`src/rtl/mem_ctrl_pkg.sv`:
```
// Shared types and constants for the data-memory access controller.
package mem_ctrl_pkg;

  typedef enum logic [1:0] {
    IDLE = 2'd0,
    WAIT = 2'd1,
    DONE = 2'd2
  } state_t;

  localparam logic [2:0] F3_B  = 3'b000;
  localparam logic [2:0] F3_H  = 3'b001;
  localparam logic [2:0] F3_W  = 3'b010;
  localparam logic [2:0] F3_BU = 3'b100;
  localparam logic [2:0] F3_HU = 3'b101;

  localparam logic [1:0] RESULTSRC_LOAD = 2'b01;

  function automatic logic is_byte(input logic [2:0] f3);
    return (f3 == F3_B) || (f3 == F3_BU);
  endfunction

  function automatic logic is_half(input logic [2:0] f3);
    return (f3 == F3_H) || (f3 == F3_HU);
  endfunction

endpackage

```
`src/rtl/mem_access_ctrl_if.sv`:
```
// Request/ready data-memory port between the access controller (master) and data memory (slave).
interface mem_access_ctrl_if;

  logic        mem_req;
  logic        mem_we;
  logic [31:0] mem_addr;
  logic [31:0] mem_wdata;
  logic [3:0]  mem_be;
  logic        mem_ready;
  logic [31:0] mem_rdata;

  modport master (
    output mem_req, mem_we, mem_addr, mem_wdata, mem_be,
    input  mem_ready, mem_rdata
  );

  modport slave (
    input  mem_req, mem_we, mem_addr, mem_wdata, mem_be,
    output mem_ready, mem_rdata
  );

endinterface

```
`src/rtl/load_extend.sv`:
```
// Selects the addressed byte/halfword of a raw read word and sign/zero-extends it.
module load_extend
  import mem_ctrl_pkg::*;
(
  input  logic [31:0] rdata_i,
  input  logic [2:0]  funct3_i,
  input  logic [1:0]  addr_i,
  output logic [31:0] data_o
);

  logic [7:0]  lane[4];
  logic [7:0]  byte_sel;
  logic [15:0] half_sel;

  genvar gi;
  generate
    for (gi = 0; gi < 4; gi++) begin : g_lane
      assign lane[gi] = rdata_i[8*gi +: 8];
    end
  endgenerate

  // Halfword selection uses addr[1] only, so an odd halfword address reads the aligned half.
  assign byte_sel = lane[addr_i];
  assign half_sel = addr_i[1] ? rdata_i[31:16] : rdata_i[15:0];

  always_comb begin
    data_o = rdata_i;
    case (funct3_i)
      F3_B:    data_o = {{24{byte_sel[7]}}, byte_sel};
      F3_H:    data_o = {{16{half_sel[15]}}, half_sel};
      F3_BU:   data_o = {24'b0, byte_sel};
      F3_HU:   data_o = {16'b0, half_sel};
      default: data_o = rdata_i;
    endcase
  end

endmodule

```
`src/rtl/mem_access_ctrl.sv`:
```
// Sequences memory-stage loads/stores onto a multi-cycle req/ready port, stalling the pipeline.
// Optional misaligned-access trap enabled by defining MEM_MISALIGN_TRAP_EN.
module mem_access_ctrl
  import mem_ctrl_pkg::*;
#(
  parameter int DATA_WIDTH     = 32,
  parameter int TIMEOUT_CYCLES = 64,
  parameter int TIMEOUT_WIDTH  = 7
) (
  input  logic                  clk,
  input  logic                  rst,
  input  logic                  MemWriteM,
  input  logic [1:0]            ResultsrcM,
  input  logic [2:0]            funct3M,
  input  logic [DATA_WIDTH-1:0] ALUResultM,
  input  logic [DATA_WIDTH-1:0] WriteDataM,
  output logic                  StallM,
  output logic [DATA_WIDTH-1:0] ReadDataM,
  output logic                  bus_error,
  mem_access_ctrl_if.master     mem_bus
`ifdef MEM_MISALIGN_TRAP_EN
  ,
  output logic                  misalign_err
`endif
);

  state_t                   state_q;
  logic [TIMEOUT_WIDTH-1:0] cnt_q;
  logic                     req_q;
  logic                     we_q;
  logic [31:0]              addr_q;
  logic [31:0]              wdata_q;
  logic [3:0]               be_q;
  logic [2:0]               funct3_q;
  logic [1:0]               addr_lo_q;
  logic                     is_load_q;
  logic [31:0]              read_data_q;
  logic                     bus_error_q;

  logic                     access_d;
  logic [3:0]               be_d;
  logic [31:0]              wdata_d;
  logic [31:0]              ext_data;
  logic                     timeout_hit;

  assign access_d    = MemWriteM | (ResultsrcM == RESULTSRC_LOAD);
  assign timeout_hit = (cnt_q == TIMEOUT_WIDTH'(TIMEOUT_CYCLES - 1));

  always_comb begin
    be_d    = 4'b1111;
    wdata_d = WriteDataM;
    case (funct3M)
      F3_B, F3_BU: begin
        be_d    = 4'b0001 << ALUResultM[1:0];
        wdata_d = {4{WriteDataM[7:0]}};
      end
      F3_H, F3_HU: begin
        be_d    = ALUResultM[1] ? 4'b1100 : 4'b0011;
        wdata_d = {2{WriteDataM[15:0]}};
      end
      default: ;
    endcase
  end

`ifdef MEM_MISALIGN_TRAP_EN
  logic misaligned_d;
  logic misalign_err_q;

  always_comb begin
    misaligned_d = 1'b0;
    if (is_half(funct3M))
      misaligned_d = ALUResultM[0];
    else if (!is_byte(funct3M))
      misaligned_d = |ALUResultM[1:0];
  end

  assign misalign_err = misalign_err_q;
`endif

  // Uses the captured low address bits and funct3, since the pipeline inputs may move on.
  load_extend u_load_extend (
    .rdata_i  (mem_bus.mem_rdata),
    .funct3_i (funct3_q),
    .addr_i   (addr_lo_q),
    .data_o   (ext_data)
  );

  always_ff @(posedge clk) begin
    if (rst) begin
      state_q     <= IDLE;
      cnt_q       <= '0;
      req_q       <= 1'b0;
      we_q        <= 1'b0;
      addr_q      <= '0;
      wdata_q     <= '0;
      be_q        <= '0;
      funct3_q    <= '0;
      addr_lo_q   <= '0;
      is_load_q   <= 1'b0;
      read_data_q <= '0;
      bus_error_q <= 1'b0;
`ifdef MEM_MISALIGN_TRAP_EN
      misalign_err_q <= 1'b0;
`endif
    end else begin
      case (state_q)
        IDLE: begin
          bus_error_q <= 1'b0;
`ifdef MEM_MISALIGN_TRAP_EN
          misalign_err_q <= 1'b0;
          if (access_d && misaligned_d) begin
            misalign_err_q <= 1'b1;
            read_data_q    <= '0;
            state_q        <= DONE;
          end else
`endif
          if (access_d) begin
            addr_q    <= {ALUResultM[31:2], 2'b00};
            wdata_q   <= wdata_d;
            be_q      <= be_d;
            we_q      <= MemWriteM;
            req_q     <= 1'b1;
            cnt_q     <= '0;
            funct3_q  <= funct3M;
            addr_lo_q <= ALUResultM[1:0];
            is_load_q <= ~MemWriteM;
            state_q   <= WAIT;
          end
        end
        WAIT: begin
          cnt_q <= cnt_q + TIMEOUT_WIDTH'(1);
          if (mem_bus.mem_ready) begin
            if (is_load_q)
              read_data_q <= ext_data;
            req_q   <= 1'b0;
            state_q <= DONE;
          end else if (timeout_hit) begin
            req_q       <= 1'b0;
            bus_error_q <= 1'b1;
            read_data_q <= '0;
            state_q     <= DONE;
          end
        end
        DONE: begin
          bus_error_q <= 1'b0;
`ifdef MEM_MISALIGN_TRAP_EN
          misalign_err_q <= 1'b0;
`endif
          state_q <= IDLE;
        end
        default: state_q <= IDLE;
      endcase
    end
  end

  // The IDLE term is combinational so the access instruction is frozen in its first cycle.
  assign StallM = ((state_q == IDLE) && access_d) || (state_q == WAIT);

  assign ReadDataM         = read_data_q;
  assign bus_error         = bus_error_q;
  assign mem_bus.mem_req   = req_q;
  assign mem_bus.mem_we    = we_q;
  assign mem_bus.mem_addr  = addr_q;
  assign mem_bus.mem_wdata = wdata_q;
  assign mem_bus.mem_be    = be_q;

endmodule

```
`src/flat_wrapper.sv`:
```
// flat-port wrapper written by rule: the top's interface ports become plain ports
module mem_access_ctrl_flat import mem_ctrl_pkg::*;
#(
  parameter int DATA_WIDTH     = 32,
  parameter int TIMEOUT_CYCLES = 64,
  parameter int TIMEOUT_WIDTH  = 7
)
  (clk, rst, MemWriteM, ResultsrcM, funct3M, ALUResultM, WriteDataM, StallM, ReadDataM, bus_error, mem_bus_mem_req, mem_bus_mem_we, mem_bus_mem_addr, mem_bus_mem_wdata, mem_bus_mem_be, mem_bus_mem_ready, mem_bus_mem_rdata);
  mem_access_ctrl_if mem_bus_i ();
  input  logic clk;
  input  logic rst;
  input  logic MemWriteM;
  input  logic [1:0] ResultsrcM;
  input  logic [2:0] funct3M;
  input  logic [DATA_WIDTH-1:0] ALUResultM;
  input  logic [DATA_WIDTH-1:0] WriteDataM;
  output logic StallM;
  output logic [DATA_WIDTH-1:0] ReadDataM;
  output logic bus_error;
  output wire logic [$bits(mem_bus_i.mem_req)-1:0] mem_bus_mem_req;
  output wire logic [$bits(mem_bus_i.mem_we)-1:0] mem_bus_mem_we;
  output wire logic [$bits(mem_bus_i.mem_addr)-1:0] mem_bus_mem_addr;
  output wire logic [$bits(mem_bus_i.mem_wdata)-1:0] mem_bus_mem_wdata;
  output wire logic [$bits(mem_bus_i.mem_be)-1:0] mem_bus_mem_be;
  input wire logic [$bits(mem_bus_i.mem_ready)-1:0] mem_bus_mem_ready;
  input wire logic [$bits(mem_bus_i.mem_rdata)-1:0] mem_bus_mem_rdata;
  assign mem_bus_mem_req = mem_bus_i.mem_req;
  assign mem_bus_mem_we = mem_bus_i.mem_we;
  assign mem_bus_mem_addr = mem_bus_i.mem_addr;
  assign mem_bus_mem_wdata = mem_bus_i.mem_wdata;
  assign mem_bus_mem_be = mem_bus_i.mem_be;
  assign mem_bus_i.mem_ready = mem_bus_mem_ready;
  assign mem_bus_i.mem_rdata = mem_bus_mem_rdata;
  mem_access_ctrl #(.DATA_WIDTH(DATA_WIDTH), .TIMEOUT_CYCLES(TIMEOUT_CYCLES), .TIMEOUT_WIDTH(TIMEOUT_WIDTH)) u_core (.clk(clk), .rst(rst), .MemWriteM(MemWriteM), .ResultsrcM(ResultsrcM), .funct3M(funct3M), .ALUResultM(ALUResultM), .WriteDataM(WriteDataM), .StallM(StallM), .ReadDataM(ReadDataM), .bus_error(bus_error), .mem_bus(mem_bus_i));
endmodule
```
`config.mk`:
```
export PLATFORM = sky130hd
export DESIGN_NAME = mem_access_ctrl_flat
export DESIGN_NICKNAME = d
export VERILOG_FILES = /design/src/rtl/mem_ctrl_pkg.sv /design/src/rtl/mem_access_ctrl_if.sv /design/src/rtl/load_extend.sv /design/src/rtl/mem_access_ctrl.sv /design/src/flat_wrapper.sv
export SDC_FILE = /design/constraint.sdc
export NUM_CORES = 1
export LEC_CHECK = 0
export CORE_MARGIN = 2
export CORE_UTILIZATION = 35
export CTS_CLUSTER_SIZE = 24
export DETAILED_ROUTE_END_ITERATION = 8
export HOLD_SLACK_MARGIN = 0.15
export PLACE_DENSITY_LB_ADDON = 0.08
export SLEW_MARGIN = 20
export SYNTH_ARGS = -nofsm -noshare
export SYNTH_HDL_FRONTEND = slang
export SYNTH_SLANG_ARGS = --single-unit
```
`constraint.sdc`:
```
create_clock -name clk -period 2.4 [get_ports clk]
set_clock_uncertainty 0.1 [all_clocks]
set_input_delay 0.48 -clock clk [delete_from_list [all_inputs] [get_ports clk]]
set_output_delay 0.48 -clock clk [all_outputs]
set_load 0.005 [all_outputs]
```
==> deck_impl_summary.md, run 1 <==
Run Summary

Final timing
  – Peak Freq: 0.4766 GHz
  – Hold_ws: 339.0 ps
  – RSZ-0062 raised after global routing: no
  – Crit share post-route: 87.42%
  – Setup-failing EPs final: 0
  – Max-slew violation count: 0
  – Worst slew pin tran: between 800 and 900 ps
  – Setup TNS: 0 ps
  – Slew margin rel.: a little under half
  – Final Hold Viols: 0

Setup path
  – Reg-to-reg slack, setup: between 300 and 400 ps
  – R2r startpoint: u_core.cnt_q[0]$_SDFFE_PP0P_
  – Arrival time at the worst endpoint: 1520 ps
  – CP Launch Type: primary input
  – WS Path Type: primary input to output pin
  – Worst R2R Path Depth: 5
  – Cells along the critical path: clkdlybuf4s50_1, nor2b_1, o31ai_2, inv_2, dlymetal6s2s_1
  – R2r endpoint: u_core.ReadDataM[13]$_SDFFE_PP0P_
  – Cell count along the critical path: 5
  – CP Max Fanout: 2
  – Crit path to: StallM
  – Critical path's top delay family: buffers and inverters
  – Slowest cell on crit path: clkdlybuf4s50_1
  – Crit path from: ResultsrcM[0]
  – CP Capture Type: output pin
  – Slowest stage delay, CP: between 300 and 400 ps

Job
  – Log Warnings: 26
  – Max cap viols: 0

Power and ir drop
  – Sw power: 1.405 mW
  – Reg power frac: a little under two fifths
  – Pwr dens: 712.0 nW/um^2
  – Logic gate share of total power: 18.1%
  – Leakage: 2.969 nW
  – Combinational power: 1.04 mW
  – Clock group power: 2.57 mW
  – Max power group: the clock network
  – Sw Ratio: around a quarter
  – Total power: 5.722 mW
  – Clock power frac: 44.9%
  – Maximum VDD drop: 0.4419 mV

Placement
  – Setup WS pre-CTS: -8.002 ps
  – Gpl congestion: 0.8041
  – Area after DPL: 7405 sq um
  – PortBufs: 206
  – DPL Wire Length: 12.08 mm
  – Placed Instances: ~960

Global routing
  – Global route overflow: 0
  – Vias in the first global route: approximately 4900
  – Global-route wire length before repair: 24.85 mm
  – Antenna violations before repair: 0
  – Met2 GRT Util: 32.92%
  – Global routing usage on met1: approximately a quarter
  – GRT Max-Usage Layer: met2
  – Met3 Usage GRT: under 10%

Logic synthesis
  – Top logic family: AND-OR/OR-AND gates
  – Aoi share: 27.43%
  – Synth Seq Share: 45.95%
  – Synth area leader: dfxtp_1
  – Cell Area, Synth: about 5000 sq um
  – Syn avg cell area: roughly 8.4 sq um
  – Mux frac, synth: 5.595%
  – Ys cells: between 600 and 700
  – Yosys synthesis chip area: 5054 sq um
  – Top cells by area, synth: dfxtp_1 (46%), nand2_1 (8.6%), a21oi_1 (8.3%)
  – EDFF count, synth: 0
  – Synth warn: 0
  – Yosys xor share: 0%
  – Distinct cells, synth: 50
  – Synth Register Bits: 116
  – Mapped Cells: 601
  – Most frequent cells after synthesis: dfxtp_1 (116), nand2_1 (116), a21oi_1 (84), nor2_1 (33), clkbuf_1 (32)

Floorplan
  – TAP cells: about 180
  – Top Ports: 209
  – Row count: 43
  – Die X: 124.2 microns
  – Die ar.: 15420 sq um

Layout
  – Layout cells sized above 1: 8.456%
  – Flop count: roughly 120
  – Inverter count: 14
  – Commonest Layout Cell: clkdlybuf4s50_1
  – Clkbuf count: 24
  – Layout fillers: 1294
  – Top Layout Cells: clkdlybuf4s50_1 (204), nand2_1 (116), dfxtp_1 (116)
  – Dominant kind of cell: combinational gates
  – Area added between synthesis and finish: 59.02%
  – Comb gates: 421
  – Logic area: 2492 sq um
  – Non-CTS buffers: ~230
  – Final instance area: around 8000 sq um
  – Fin cells: roughly 1000
  – # diodes: 0

Drt
  – DRT iter0 DRCs: 265
  – Pre-antenna DRT Iters: 5
  – WL met1: 6.906 mm
  – Total Wirelength: 16.39 mm
  – Met2 Wirelength: 7.664 mm
  – Via Count: 5150
  – Antenna Nets Post-Route: 0
  – Met3 WL post-DR: roughly 1.4 mm

Clock network
  – CTS max path bufs: 2
  – CTS root buffer: clkbuf_16
  – Hold_buf cts: 0
  – Setup bufs post-CTS: 0
  – H-Tree Depth: 4
  – Num CTS Buffers: 17
  – CTS resizes: 1
  – CTS tree: done
  – Worst skew pair latency: 400 ps
  – Clk slew on worst S/H paths: approximately 50 ps

Min path
  – HP Start: rst
  – Hold Path Depth: 2
  – Min-Delay Path Class: primary input to flop

Run status
  – Status: completed
Figure 1. Cell classes on the final placement (run 1).
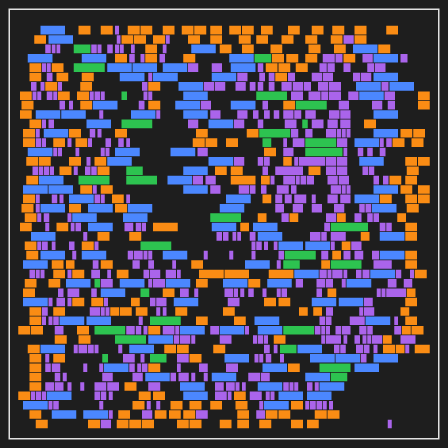
Green is clock drivers and dummy loads, cells 32. Blue is flops, cells 116. Orange is other buffers and delay cells, cells 233. Purple is all other logic, cells 435.

Figure 2. Cell area per tile (run 1).
12 x 12 tiles, from black (low) to pale yellow (high), 0 to 100% covered.
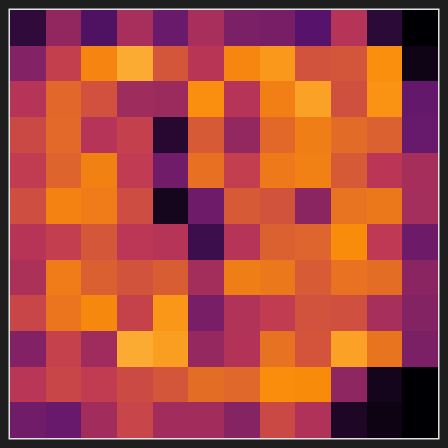
The mean over all tiles is 51%. 2.1% of the tiles are nearly empty. The emptiest ninth of the die: bottom right. 8.3% of the tiles are over 75% full. The fullest tile reaches 82%.
Core Util, Final: 57.45%
Core Box Area: 13990 sq um
Pre-Place Util: 36.13%

Figure 3. Where the registers sit (run 1).
Other sequential cells in the stronger gray, the rest of the logic in the fainter gray.
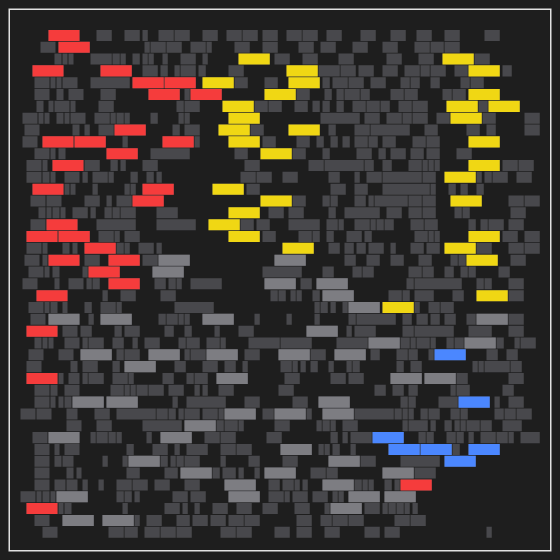
Yellow is u_core.ReadDataM, placed flops 32. Red is u_core.mem_bus.mem_addr, placed flops 30. Blue is u_core.cnt_q, placed flops 7, where bottom right.
Another 47 sequential cells are not colored.
FF/Latch Area: 2322 sq um
P_seq: 2.12 mW
sequential fraction of total cell area: 28.90%

==> run 1 -> run 2 <==
- CORE_MARGIN: 2 -> unset
- SETUP_SLACK_MARGIN: unset -> 0.5
- clock period: 2.4 -> 2.1 ns (I/O delays scaled with it)
Figure 4. Sizing map (run 2).
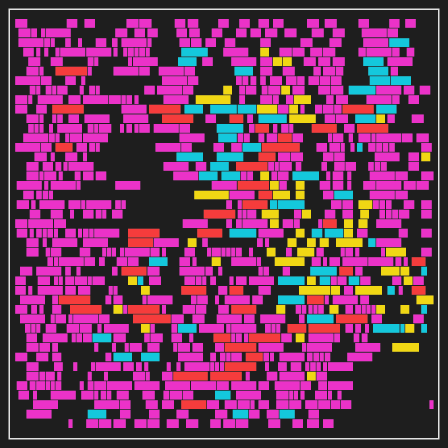
Magenta is drive 1 or less, cells 691, share 82%, most used nand2_1. Cyan is drive 2, cells 54, share 6.4%, most used dfxtp_2. Red is drive 6 and up, cells 45, share 5.3%, most used clkbuf_16. Yellow is drive 3 to 4, cells 57, share 6.7%, most used buf_4.
area added between synthesis and finish: 69.57%
Worst Slack Setup Final: 283.6 ps

Figure 5. Cell area per tile (run 2).
12 x 12 tiles, from black (low) to pale yellow (high), 0 to 100% covered.
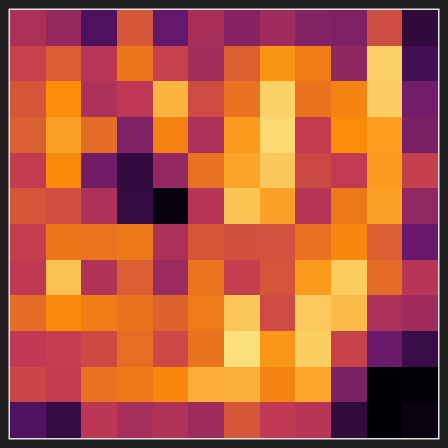
The emptiest ninth of the die: bottom right. 19% of the tiles are over 75% full. The fullest tile reaches 93%.
Core Util, Final: 61.26%

==> run 2 against run 1 <==
  * Area after synthesis did not move
  * Routed wire length increased by 6.0%
  * Die area fell by 3.2%
==> deck_impl_summary.md, run 2 <==
Run Summary

Logic synthesis
  – Most frequent cells after synthesis: dfxtp_1 (116), nand2_1 (116), a21oi_1 (84), nor2_1 (33), clkbuf_1 (32)
  – Synth Register Bits: 116 (unchanged)
  – Yosys synthesis chip area: 5054 sq um (unchanged)
  – Ys cells: 601 (unchanged)
  – Distinct cells, synth: 50 (unchanged)
  – Mapped Cells: 601 (unchanged)
  – Syn avg cell area: 8.409 sq um (unchanged)
  – Synth warn: 0 (unchanged)
  – Cell Area, Synth: 5054 sq um (unchanged)
  – Synth area leader: dfxtp_1

Layout
  – Layout cells sized above 1: 18.42% (+10 points)
  – Comb gates: 421 (unchanged)
  – Clkbuf count: 26 (+8.3%)
  – Layout fillers: 1259 (-2.7%)
  – Dominant kind of cell: combinational gates
  – Inverter count: 14 (unchanged)
  – Flop count: 116 (unchanged)
  – Logic area: 2811 sq um (+13%)
  – Non-CTS buffers: 266 (+14%)
  – Commonest Layout Cell: nand2_1

Drt
  – Total Wirelength: 17.38 mm (+6.0%)
  – Met3 WL post-DR: 1.247 mm (-14%)
  – DRT iter0 DRCs: 295 (+11%)
  – Antenna Nets Post-Route: 0 (unchanged)
  – Pre-antenna DRT Iters: 4 (-1)
  – WL met1: 7.226 mm (+4.6%)

Min path
  – Min-Delay Path Class: primary input to flop
  – HP Start: rst

Power and ir drop
  – Max power group: the clock network
  – Clock power frac: 43.3% (-1.6 points)
  – Clock group power: 2.84 mW (+11%)
  – Pwr dens: 766.3 nW/um^2 (+7.6%)
  – Logic gate share of total power: 19.9% (+1.8 points)
  – Sw power: 1.662 mW (+18%)
  – Maximum VDD drop: 0.7562 mV (+71%)
  – Combinational power: 1.31 mW (+26%)

Final timing
  – Slew margin rel.: 61.80% (+15 points)
  – Setup-failing EPs final: 0 (unchanged)
  – Setup TNS: 0 ps (unchanged)

Clock network
  – CTS resizes: 171 (+170)
  – Worst skew pair latency: 410 ps (about the same)
  – CTS tree: done
  – Setup bufs post-CTS: 11 (+11)

Global routing
  – Global route overflow: 0 (unchanged)
  – Vias in the first global route: 5335 (+8.8%)
  – Met3 Usage GRT: 8.661% (+0.74 points)
  – Met2 GRT Util: 39.34% (+6.4 points)

Placement
  – Gpl congestion: 0.8590 (+6.8%)
  – Placed Instances: 978 (+1.6%)
  – Setup WS pre-CTS: -208.3 ps (-200.3 ps)

Job
  – Max cap viols: 0 (unchanged)

Floorplan
  – Pre-Place Util: 36.13% (unchanged)
  – Top Ports: 209 (unchanged)
  – Die ar.: 14920 sq um (-3.2%)
  – TAP cells: 180 (unchanged)

Setup path
  – Cells along the critical path: mux4_2, nor2b_4, o31ai_4, buf_12, o32ai_2
  – CP Max Fanout: 7 (+5)
  – R2r endpoint: u_core.ReadDataM[10]$_SDFFE_PP0P_
  – Slowest cell on crit path: mux4_2
  – Worst R2R Path Depth: 5 (unchanged)
  – Crit path from: u_core.addr_lo_q[1]$_SDFFE_PP0P_
  – Slowest stage delay, CP: 560 ps (+170 ps)
  – CP Capture Type: flop
  – Critical path's top delay family: multiplexers
  – Crit path to: u_core.ReadDataM[10]$_SDFFE_PP0P_
  – Arrival time at the worst endpoint: 2000 ps (+480 ps)

Run status
  – Status: completed
Power and IR drop assume default switching activity.
